File: src/rtl/nway_issue_hazard_unit_pkg.sv
// Shared constants for the N-wide issue hazard unit.
// Forward-select stage codes and slot-index width helper.
package nway_issue_hazard_unit_pkg;

  localparam logic [1:0] FWD_RF  = 2'b00;
  localparam logic [1:0] FWD_WB  = 2'b01;
  localparam logic [1:0] FWD_MEM = 2'b10;

  function automatic int sw_of(input int w);
    return (w <= 2) ? 1 : $clog2(w);
  endfunction

endpackage

File: src/rtl/nway_issue_hazard_unit_if.sv
// Decoded D-stage bundle handed from decode to the hazard unit.
// Decode drives it as master; the hazard unit reads it as slave.
interface nway_issue_hazard_unit_if #(
  parameter int ISSUE_W = 2,
  parameter int REG_AW  = 5
);

  logic [ISSUE_W-1:0]        dec_valid_i;
  logic [ISSUE_W*REG_AW-1:0] dec_rs1_i;
  logic [ISSUE_W*REG_AW-1:0] dec_rs2_i;
  logic [ISSUE_W-1:0]        dec_rs2_used_i;
  logic [ISSUE_W*REG_AW-1:0] dec_rd_i;
  logic [ISSUE_W-1:0]        dec_regwrite_i;
  logic [ISSUE_W-1:0]        dec_isload_i;
  logic [ISSUE_W-1:0]        dec_ctrl_i;

  modport master (
    output dec_valid_i, dec_rs1_i, dec_rs2_i, dec_rs2_used_i,
    output dec_rd_i, dec_regwrite_i, dec_isload_i, dec_ctrl_i
  );

  modport slave (
    input dec_valid_i, dec_rs1_i, dec_rs2_i, dec_rs2_used_i,
    input dec_rd_i, dec_regwrite_i, dec_isload_i, dec_ctrl_i
  );

endinterface

File: src/rtl/nway_issue_hazard_unit_fwd_select.sv
// Priority forward search for one E-stage source register.
// M beats W; within a stage the highest (youngest) slot wins.
module nway_fwd_select
  import nway_issue_hazard_unit_pkg::*;
#(
  parameter int ISSUE_W = 2,
  parameter int REG_AW  = 5,
  parameter int SW      = 1
) (
  input  logic [REG_AW-1:0]         src_i,
  input  logic [ISSUE_W-1:0]        m_v_i,
  input  logic [ISSUE_W-1:0]        m_rw_i,
  input  logic [ISSUE_W*REG_AW-1:0] m_rd_i,
  input  logic [ISSUE_W-1:0]        w_v_i,
  input  logic [ISSUE_W-1:0]        w_rw_i,
  input  logic [ISSUE_W*REG_AW-1:0] w_rd_i,
  output logic [SW+1:0]             sel_o
);

  // Later assignments override earlier ones, giving the priority order.
  always_comb begin
    sel_o = {{SW{1'b0}}, FWD_RF};
    if (src_i != '0) begin
      for (int k = 0; k < ISSUE_W; k++) begin
        if (w_v_i[k] && w_rw_i[k] &&
            w_rd_i[k*REG_AW +: REG_AW] == src_i)
          sel_o = {SW'(k), FWD_WB};
      end
      for (int k = 0; k < ISSUE_W; k++) begin
        if (m_v_i[k] && m_rw_i[k] &&
            m_rd_i[k*REG_AW +: REG_AW] == src_i)
          sel_o = {SW'(k), FWD_MEM};
      end
    end
  end

endmodule

File: src/rtl/nway_issue_hazard_unit.sv
// N-wide in-order issue, hazard detection and forwarding control.
// Partial issue is remembered in done_q so a replay skips issued slots.
module nway_issue_hazard_unit
  import nway_issue_hazard_unit_pkg::*;
#(
  parameter  int ISSUE_W = 2,
  parameter  int REG_AW  = 5,
  localparam int SW      = sw_of(ISSUE_W)
) (
  input  logic                      clk,
  input  logic                      reset,
  nway_issue_hazard_unit_if.slave   dec,
  input  logic                      mispredict_i,
  output logic [ISSUE_W-1:0]        issue_o,
  output logic                      stall_f_o,
  output logic                      stall_d_o,
  output logic                      flush_d_o,
  output logic [ISSUE_W-1:0]        flush_e_o,
  output logic [ISSUE_W*(SW+2)-1:0] fwd_a_o,
  output logic [ISSUE_W*(SW+2)-1:0] fwd_b_o
);

  localparam int RW = ISSUE_W * REG_AW;

  logic [ISSUE_W-1:0] done_q, done_d;
  logic [ISSUE_W-1:0] e_v_q, e_v_d, e_rw_q, e_rw_d;
  logic [ISSUE_W-1:0] e_ld_q, e_ld_d;
  logic [RW-1:0]      e_rd_q, e_rd_d;
  logic [RW-1:0]      e_rs1_q, e_rs1_d, e_rs2_q, e_rs2_d;
  logic [ISSUE_W-1:0] m_v_q, m_v_d, m_rw_q, m_rw_d;
  logic [RW-1:0]      m_rd_q, m_rd_d;
  logic [ISSUE_W-1:0] w_v_q, w_v_d, w_rw_q, w_rw_d;
  logic [RW-1:0]      w_rd_q, w_rd_d;

  logic [ISSUE_W-1:0] pend, haz, issue;
  logic               all_done;
  logic [REG_AW-1:0]  rs1_w [ISSUE_W];
  logic [REG_AW-1:0]  rs2_w [ISSUE_W];
  logic [REG_AW-1:0]  rd_w  [ISSUE_W];

  for (genvar i = 0; i < ISSUE_W; i++) begin : g_unpack
    assign rs1_w[i] = dec.dec_rs1_i[i*REG_AW +: REG_AW];
    assign rs2_w[i] = dec.dec_rs2_i[i*REG_AW +: REG_AW];
    assign rd_w[i]  = dec.dec_rd_i[i*REG_AW +: REG_AW];
  end

  always_comb begin
    pend = dec.dec_valid_i & ~done_q;
    haz  = '0;
    for (int i = 0; i < ISSUE_W; i++) begin
      for (int j = 0; j < i; j++) begin
        if (pend[j] && dec.dec_ctrl_i[j])
          haz[i] = 1'b1;
        if (pend[j] && dec.dec_regwrite_i[j] && rd_w[j] != '0 &&
            (rd_w[j] == rs1_w[i] || rd_w[j] == rd_w[i] ||
             (dec.dec_rs2_used_i[i] && rd_w[j] == rs2_w[i])))
          haz[i] = 1'b1;
      end
      // Load-use: the loaded value is not ready until after M.
      for (int k = 0; k < ISSUE_W; k++) begin
        if (e_v_q[k] && e_ld_q[k] &&
            e_rd_q[k*REG_AW +: REG_AW] != '0 &&
            (e_rd_q[k*REG_AW +: REG_AW] == rs1_w[i] ||
             (dec.dec_rs2_used_i[i] &&
              e_rd_q[k*REG_AW +: REG_AW] == rs2_w[i])))
          haz[i] = 1'b1;
      end
    end
  end

  always_comb begin
    logic ok;
    ok    = 1'b1;
    issue = '0;
    for (int i = 0; i < ISSUE_W; i++) begin
      issue[i] = pend[i] & ~haz[i] & ~mispredict_i & ok;
      ok = ok & ~(pend[i] & ~issue[i]);
    end
  end

  assign all_done  = &(~dec.dec_valid_i | done_q | issue);
  assign issue_o   = issue;
  assign stall_f_o = ~all_done & ~mispredict_i;
  assign stall_d_o = ~all_done & ~mispredict_i;
  assign flush_d_o = mispredict_i;
  assign flush_e_o = {ISSUE_W{mispredict_i}} | ~issue;

  always_comb begin
    done_d  = (mispredict_i || all_done) ? '0 : (done_q | issue);
    e_v_d   = issue & ~{ISSUE_W{mispredict_i}};
    e_rw_d  = issue & dec.dec_regwrite_i;
    e_ld_d  = issue & dec.dec_isload_i;
    e_rd_d  = '0;
    e_rs1_d = '0;
    e_rs2_d = '0;
    for (int i = 0; i < ISSUE_W; i++) begin
      if (issue[i]) begin
        e_rd_d[i*REG_AW +: REG_AW]  = rd_w[i];
        e_rs1_d[i*REG_AW +: REG_AW] = rs1_w[i];
        e_rs2_d[i*REG_AW +: REG_AW] = rs2_w[i];
      end
    end
    m_v_d  = e_v_q;
    m_rw_d = e_rw_q;
    m_rd_d = e_rd_q;
    w_v_d  = m_v_q;
    w_rw_d = m_rw_q;
    w_rd_d = m_rd_q;
  end

  always_ff @(posedge clk) begin
    if (reset) begin
      done_q  <= '0;
      e_v_q   <= '0;
      e_rw_q  <= '0;
      e_ld_q  <= '0;
      e_rd_q  <= '0;
      e_rs1_q <= '0;
      e_rs2_q <= '0;
      m_v_q   <= '0;
      m_rw_q  <= '0;
      m_rd_q  <= '0;
      w_v_q   <= '0;
      w_rw_q  <= '0;
      w_rd_q  <= '0;
    end else begin
      done_q  <= done_d;
      e_v_q   <= e_v_d;
      e_rw_q  <= e_rw_d;
      e_ld_q  <= e_ld_d;
      e_rd_q  <= e_rd_d;
      e_rs1_q <= e_rs1_d;
      e_rs2_q <= e_rs2_d;
      m_v_q   <= m_v_d;
      m_rw_q  <= m_rw_d;
      m_rd_q  <= m_rd_d;
      w_v_q   <= w_v_d;
      w_rw_q  <= w_rw_d;
      w_rd_q  <= w_rd_d;
    end
  end

  for (genvar i = 0; i < ISSUE_W; i++) begin : g_fwd
    nway_fwd_select #(
      .ISSUE_W(ISSUE_W), .REG_AW(REG_AW), .SW(SW)
    ) u_fwd_a (
      .src_i (e_rs1_q[i*REG_AW +: REG_AW]),
      .m_v_i (m_v_q), .m_rw_i(m_rw_q), .m_rd_i(m_rd_q),
      .w_v_i (w_v_q), .w_rw_i(w_rw_q), .w_rd_i(w_rd_q),
      .sel_o (fwd_a_o[i*(SW+2) +: SW+2])
    );
    nway_fwd_select #(
      .ISSUE_W(ISSUE_W), .REG_AW(REG_AW), .SW(SW)
    ) u_fwd_b (
      .src_i (e_rs2_q[i*REG_AW +: REG_AW]),
      .m_v_i (m_v_q), .m_rw_i(m_rw_q), .m_rd_i(m_rd_q),
      .w_v_i (w_v_q), .w_rw_i(w_rw_q), .w_rd_i(w_rd_q),
      .sel_o (fwd_b_o[i*(SW+2) +: SW+2])
    );
  end

endmodule

File: src/flat_wrapper.sv
// flat-port wrapper written by rule: the top's interface ports become plain ports
module nway_issue_hazard_unit_flat import nway_issue_hazard_unit_pkg::*;
#(
  parameter  int ISSUE_W = 2,
  parameter  int REG_AW  = 5,
  localparam int SW      = sw_of(ISSUE_W)
)
  (clk, reset, mispredict_i, issue_o, stall_f_o, stall_d_o, flush_d_o, flush_e_o, fwd_a_o, fwd_b_o, dec_dec_valid_i, dec_dec_rs1_i, dec_dec_rs2_i, dec_dec_rs2_used_i, dec_dec_rd_i, dec_dec_regwrite_i, dec_dec_isload_i, dec_dec_ctrl_i);
  nway_issue_hazard_unit_if #(.ISSUE_W(ISSUE_W), .REG_AW(REG_AW)) dec_i ();
  input  logic clk;
  input  logic reset;
  input  logic mispredict_i;
  output logic [ISSUE_W-1:0] issue_o;
  output logic stall_f_o;
  output logic stall_d_o;
  output logic flush_d_o;
  output logic [ISSUE_W-1:0] flush_e_o;
  output logic [ISSUE_W*(SW+2)-1:0] fwd_a_o;
  output logic [ISSUE_W*(SW+2)-1:0] fwd_b_o;
  input wire logic [$bits(dec_i.dec_valid_i)-1:0] dec_dec_valid_i;
  input wire logic [$bits(dec_i.dec_rs1_i)-1:0] dec_dec_rs1_i;
  input wire logic [$bits(dec_i.dec_rs2_i)-1:0] dec_dec_rs2_i;
  input wire logic [$bits(dec_i.dec_rs2_used_i)-1:0] dec_dec_rs2_used_i;
  input wire logic [$bits(dec_i.dec_rd_i)-1:0] dec_dec_rd_i;
  input wire logic [$bits(dec_i.dec_regwrite_i)-1:0] dec_dec_regwrite_i;
  input wire logic [$bits(dec_i.dec_isload_i)-1:0] dec_dec_isload_i;
  input wire logic [$bits(dec_i.dec_ctrl_i)-1:0] dec_dec_ctrl_i;
  assign dec_i.dec_valid_i = dec_dec_valid_i;
  assign dec_i.dec_rs1_i = dec_dec_rs1_i;
  assign dec_i.dec_rs2_i = dec_dec_rs2_i;
  assign dec_i.dec_rs2_used_i = dec_dec_rs2_used_i;
  assign dec_i.dec_rd_i = dec_dec_rd_i;
  assign dec_i.dec_regwrite_i = dec_dec_regwrite_i;
  assign dec_i.dec_isload_i = dec_dec_isload_i;
  assign dec_i.dec_ctrl_i = dec_dec_ctrl_i;
  nway_issue_hazard_unit #(.ISSUE_W(ISSUE_W), .REG_AW(REG_AW)) u_core (.clk(clk), .reset(reset), .dec(dec_i), .mispredict_i(mispredict_i), .issue_o(issue_o), .stall_f_o(stall_f_o), .stall_d_o(stall_d_o), .flush_d_o(flush_d_o), .flush_e_o(flush_e_o), .fwd_a_o(fwd_a_o), .fwd_b_o(fwd_b_o));
endmodule
File: config.mk
export PLATFORM = sky130hd
export DESIGN_NAME = nway_issue_hazard_unit_flat
export DESIGN_NICKNAME = d
export VERILOG_FILES = /design/src/rtl/nway_issue_hazard_unit_pkg.sv /design/src/rtl/nway_issue_hazard_unit_if.sv /design/src/rtl/nway_issue_hazard_unit_fwd_select.sv /design/src/rtl/nway_issue_hazard_unit.sv /design/src/flat_wrapper.sv
export SDC_FILE = /design/constraint.sdc
export NUM_CORES = 1
export LEC_CHECK = 0
export CORE_ASPECT_RATIO = 1.2
export CORE_MARGIN = 4
export CORE_UTILIZATION = 25
export CTS_CLUSTER_DIAMETER = 60
export DETAILED_ROUTE_END_ITERATION = 6
export DONT_BUFFER_PORTS = 1
export PLACE_DENSITY = 0.36
export SYNTH_ARGS = -nofsm -noshare
export SYNTH_HDL_FRONTEND = slang
export SYNTH_SLANG_ARGS = --single-unit
export TNS_END_PERCENT = 30
File: constraint.sdc
create_clock -name clk -period 6.1 [get_ports clk]
set_input_delay 1.22 -clock clk [delete_from_list [all_inputs] [get_ports clk]]
set_output_delay 1.22 -clock clk [all_outputs]
set_load 0.03 [all_outputs]
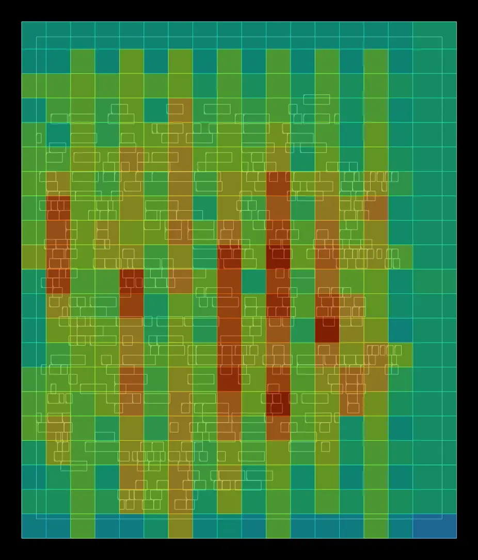
*Congestion heat map, run 1*
routed len/inst: 18.1 um
GR peak layer: met2
Core Util, Final: 0.273
met3 usage: 0.0362
met2 Use GR: 0.213

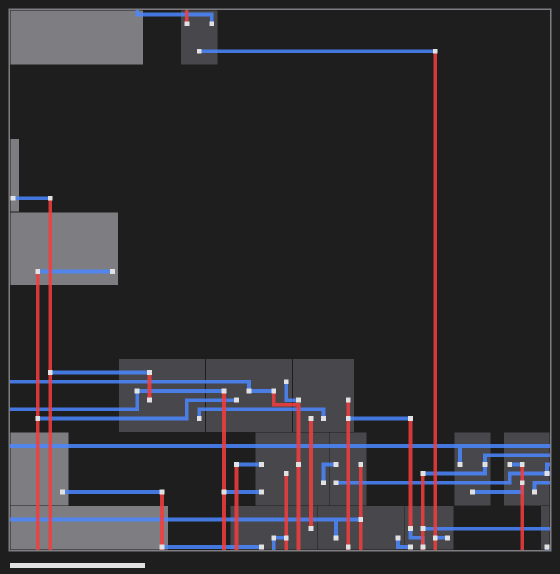
*Close-up of the layout, run 1*
The bar under the picture is 5 um long. Window x 82 to 102, y 99 to 119 um. Cells in grey, sequential cells in the stronger grey; small squares are vias.
| layer | colour |
|---|---|
| met1 | blue |
| met2 | red |
sequential cells in the window: 3
most frequent: xnor2_1 (3), dfxtp_1 (3)
netlist names of flops here include: u_core.w_rd_q (2), u_core.w_rw_q (1)
cells with their middle in the window: 14

==> ci_impl_report.md, run 1 <==
## Synthesis and layout report

| Metric | Value |
|---|---|
| Status | `completed` |
| Yosys Instances | `435` |
| Post-DP HPWL | `approximately 8.5 mm` |
| Period utilisation layout | `0.738` |
| Initial antenna violation count | `0` |
| Plain + repair buffers | `0` |
| Area-dominant class | `multi-input combinational cells` |
| Max-cap violation count | `0` |
| Core Region | `15,600 um2` |
| And-or/or-and share of the synthesized area | `0.0579` |
| Clock-cell share | `0.0656` |
| Critical path's slowest cell | `a2111oi_0` |
| Sw Share | `0.247` |
| Worst EP arrival | `between 3 and 4 ns` |
| Switching pwr | `250 uW` |
| Number of setup violations in the final report | `0` |
| Seq power | `about 460 uW` |
| Most frequent cells after synthesis | `75 x xnor2_1, 66 x dfxtp_1, 60 x xor2_1` |
| Port Buffers | `0` |
| Final non-filler cell total | `605` |
| Clock skew | `0.00664 ns` |
| Setup crit start | `dec_dec_valid_i[0]` |
| Die height | `146 um` |
| Met2 wire len | `5.47 mm` |
| Multi-input gate count | `310` |
| Fraction of area in non-clock buffers | `0` |
| Clk. pwr | `473 uW` |
| Clock buf count | `9` |
| Adder-cell share of the synthesized area | `0` |
| CTS buffer count | `9` |
| Clock Sinks | `66` |
| WL met1 | `roughly 4.7 mm` |
| Post-synthesis instance total | `around 440` |
| Critical path depth | `4` |
| Sequential area share after synthesis | `0.334` |
| Gr usage total | `0.125` |
| R2R Setup Slk | `3.45 ns` |
| Via Count | `2,630` |
| Main synth FF type | `dfxtp_1` |
| Inst Count DP | `589` |
| Critical path capture point type | `output port` |
| CTS tree | `yes` |
| Largest net degree at the start of global routing | `between 40 and 50` |
| Die area | `between 15,000 and 20,000 um2` |
| Worst Hold End | `u_core.m_rw_q[1]` |
| Floorplan Nets | `478` |
| Clock power share | `0.468` |
| P_leak | `1.68 nW` |
| RSZ-0062 raised after global routing | `false` |
| Final Net Count | `435` |
| Flop share of the area | `0.311` |
| Worst R2R Start | `u_core.e_rd_q[6]` |
| GP Congestion | `roughly 0.80` |
| Max Fanout on Critical Path | `20` |
| Count of final max-slew check failures | `0` |
| Top power group | `clock` |
| Worst rel slew slack | `0.315` |
| Total wire length after detailed routing | `10.9 mm` |
| OpenROAD warning count | `27` |
| Layout cell share with drive strength beyond 1 | `0.0982` |
| Most frequent logic cell in the layout | `xnor2_1` |
| Top Family by Delay on Critical Path | `AND-OR/OR-AND gates` |
| Top cells by area | `dfxtp_1 33%, xnor2_1 17%, xor2_1 13%, nor3b_2 5.4%, nor2b_1 4.6%` |
| CP max stage delay | `roughly 0.83 ns` |
| Sequential power share | `0.452` |
| Seq cells | `66` |
| Worst path required time | `4.88 ns` |
| Reg area | `1320 um2` |
| Clk root buf | `clkbuf_16` |
| Worst ir drop on vdd | `0.116 mV` |
| Combinational cell fraction of total power | `0.081` |
| Min-Delay Path Depth | `1` |
| Hold-fix buffers, CTS | `0` |
| First-pass DRT Iterations | `4` |
| Highest Clock Rate | `0.222 GHz` |
| Logic share of the area | `0.558` |
| Period minus WS final | `around 4.5 ns` |
| DR top layer | `met4` |
| Simple-Gate Area Share | `0.240` |
| Residual DRC | `0` |
| Worst slack, placed | `1.60 ns` |
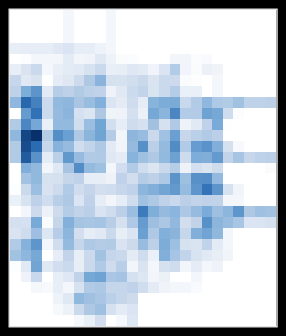
*Wire density map, run 1*
25 x 29 tiles, from white (low) to dark blue (high), scaled to the fullest tile. Values are wire area over tile area, all layers added.
tiles over half the peak: 6.9%
fullest tile: 0.53
emptiest ninth of the die: north-east

==> run 2: changes to the inputs <==
- clock period: 6.1 -> 4.15 ns (I/O delays scaled with it)
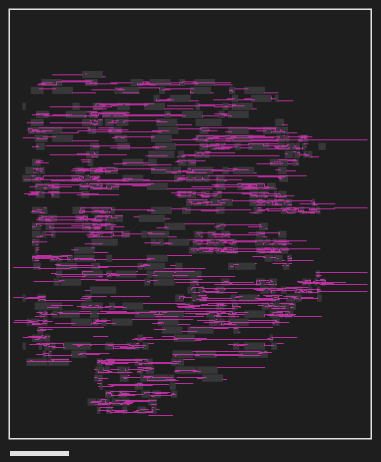
*Metal 1, run 2*
The bar under the picture is 20 um long. Cells faint in the background.
share of all routed wire: 43%
nets with wire on the layer: 408

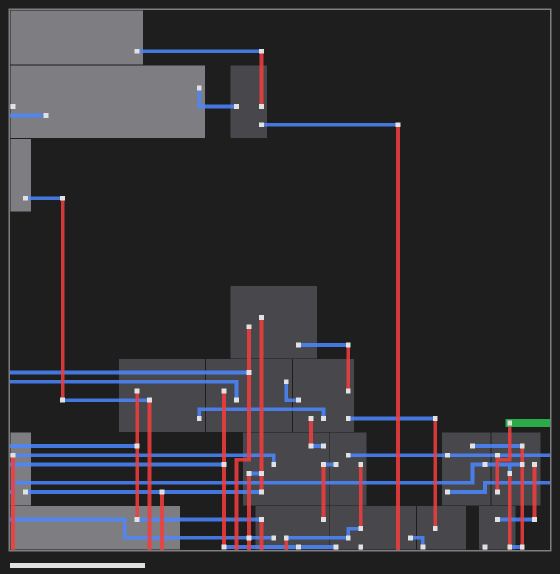
*Close-up of the layout, run 2*
The bar under the picture is 5 um long. Window x 82 to 102, y 99 to 119 um. Cells in grey, sequential cells in the stronger grey; small squares are vias.
| layer | colour |
|---|---|
| met2 | red |
| met1 | blue |
| met3 | green |
most frequent: xnor2_1 (4), dfxtp_1 (3)
cells with their middle in the window: 16
sequential cells in the window: 3

==> ci_impl_report.md, run 2 <==
## Synthesis and layout report

| Metric | Value |
|---|---|
| Status | `completed (unchanged)` |
| Clock power share | `0.468 (about the same)` |
| Fraction of area in non-clock buffers | `0.00352 (was 0)` |
| Largest net degree at the start of global routing | `48 (unchanged)` |
| RSZ-0062 raised after global routing | `false (unchanged)` |
| CP max stage delay | `0.43 ns (was 0.83 ns)` |
| Clock buf count | `9 (unchanged)` |
| Worst Hold End | `u_core.m_rw_q[0] (was u_core.m_rw_q[1])` |
| P_leak | `1.69 nW (was 1.68 nW)` |
| OpenROAD warning count | `27 (unchanged)` |
| Highest Clock Rate | `0.286 GHz` |
| Core Util, Final | `0.274 (was 0.273)` |
| Top cells by area | `dfxtp_1 33%, xnor2_1 17%, xor2_1 13%, nor3b_2 5.4%, nor2b_1 4.6% (unchanged)` |
| Die height | `146 um (unchanged)` |
| Core Region | `15,600 um2 (unchanged)` |
| Die area | `17,900 um2 (unchanged)` |
| Logic share of the area | `0.556 (was 0.558)` |
| Top Family by Delay on Critical Path | `AND-OR/OR-AND gates (unchanged)` |
| Sequential power share | `0.451 (was 0.452)` |
| Top power group | `clock (unchanged)` |
| Final Net Count | `437 (was 435)` |
| Met2 wire len | `5.41 mm (was 5.47 mm)` |
| Clk. pwr | `699 uW (was 473 uW)` |
| DR top layer | `met4 (unchanged)` |
| Total wire length after detailed routing | `11.0 mm (was 10.9 mm)` |
| Max Fanout on Critical Path | `9 (was 20)` |
| Worst slack, placed | `0.684 ns (was 1.60 ns)` |
| Adder-cell share of the synthesized area | `0 (unchanged)` |
| Yosys Instances | `435 (unchanged)` |
| Clock-cell share | `0.0657 (was 0.0656)` |
| Period utilisation layout | `0.844` |
| Sw Share | `0.249 (was 0.247)` |
| R2R Setup Slk | `1.46 ns (was 3.45 ns)` |
| Inst Count DP | `591 (was 589)` |
| Worst EP arrival | `2.67 ns (was 3.28 ns)` |
| Area-dominant class | `multi-input combinational cells (unchanged)` |
| Multi-input gate count | `310 (unchanged)` |
| Residual DRC | `0 (unchanged)` |
| Flop share of the area | `0.310 (was 0.311)` |
| Post-DP HPWL | `8.57 mm (was 8.50 mm)` |
| Met3 usage | `0.0358 (was 0.0362)` |
| Count of final max-slew check failures | `0 (unchanged)` |
| Seq power | `672 uW (was 457 uW)` |
| Post-synthesis instance total | `435 (unchanged)` |
| GP Congestion | `0.796 (was 0.800)` |
| Layout cell share with drive strength beyond 1 | `0.103 (was 0.0982)` |
| Critical path capture point type | `output port (unchanged)` |
| Simple-Gate Area Share | `0.240 (unchanged)` |
| Most frequent logic cell in the layout | `xnor2_1 (unchanged)` |
| Number of setup violations in the final report | `0 (unchanged)` |
| Clk root buf | `clkbuf_16 (unchanged)` |
| Switching pwr | `371 uW (was 250 uW)` |
| Combinational cell fraction of total power | `0.081 (about the same)` |
| Seq cells | `66 (unchanged)` |
| Clock skew | `0.00607 ns (was 0.00664 ns)` |
| Final non-filler cell total | `607 (was 605)` |
| Critical path depth | `5 (was 4)` |
| Routed len/inst | `18.0 um (was 18.1 um)` |
| Initial antenna violation count | `0 (unchanged)` |
| Min-Delay Path Depth | `1 (unchanged)` |
| Clock Sinks | `66 (unchanged)` |
| Floorplan Nets | `478 (unchanged)` |
| Plain + repair buffers | `2 (was 0)` |
| First-pass DRT Iterations | `4 (unchanged)` |
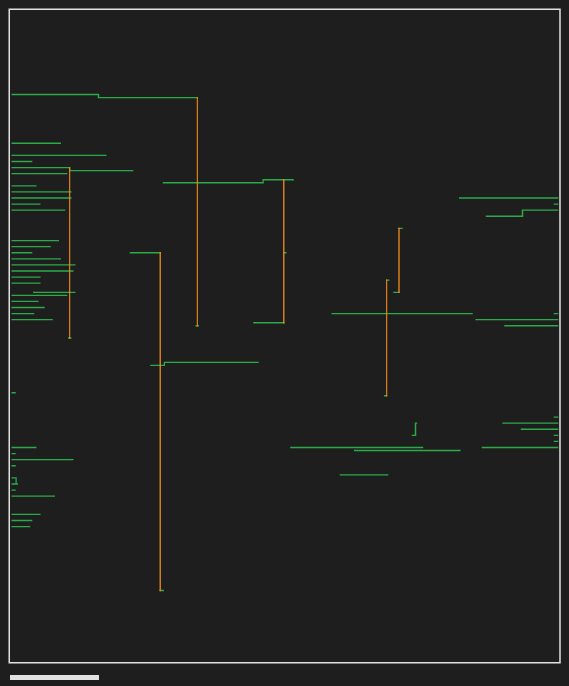
*Metal layers overlaid, run 2*
The bar under the picture is 20 um long. Only two layers are drawn.
| layer | colour | wire length |
|---|---|---|
| met3 | green | 618 um |
| met4 | orange | 237 um |

No activity file was given, so power comes from the tool's default toggle rates.
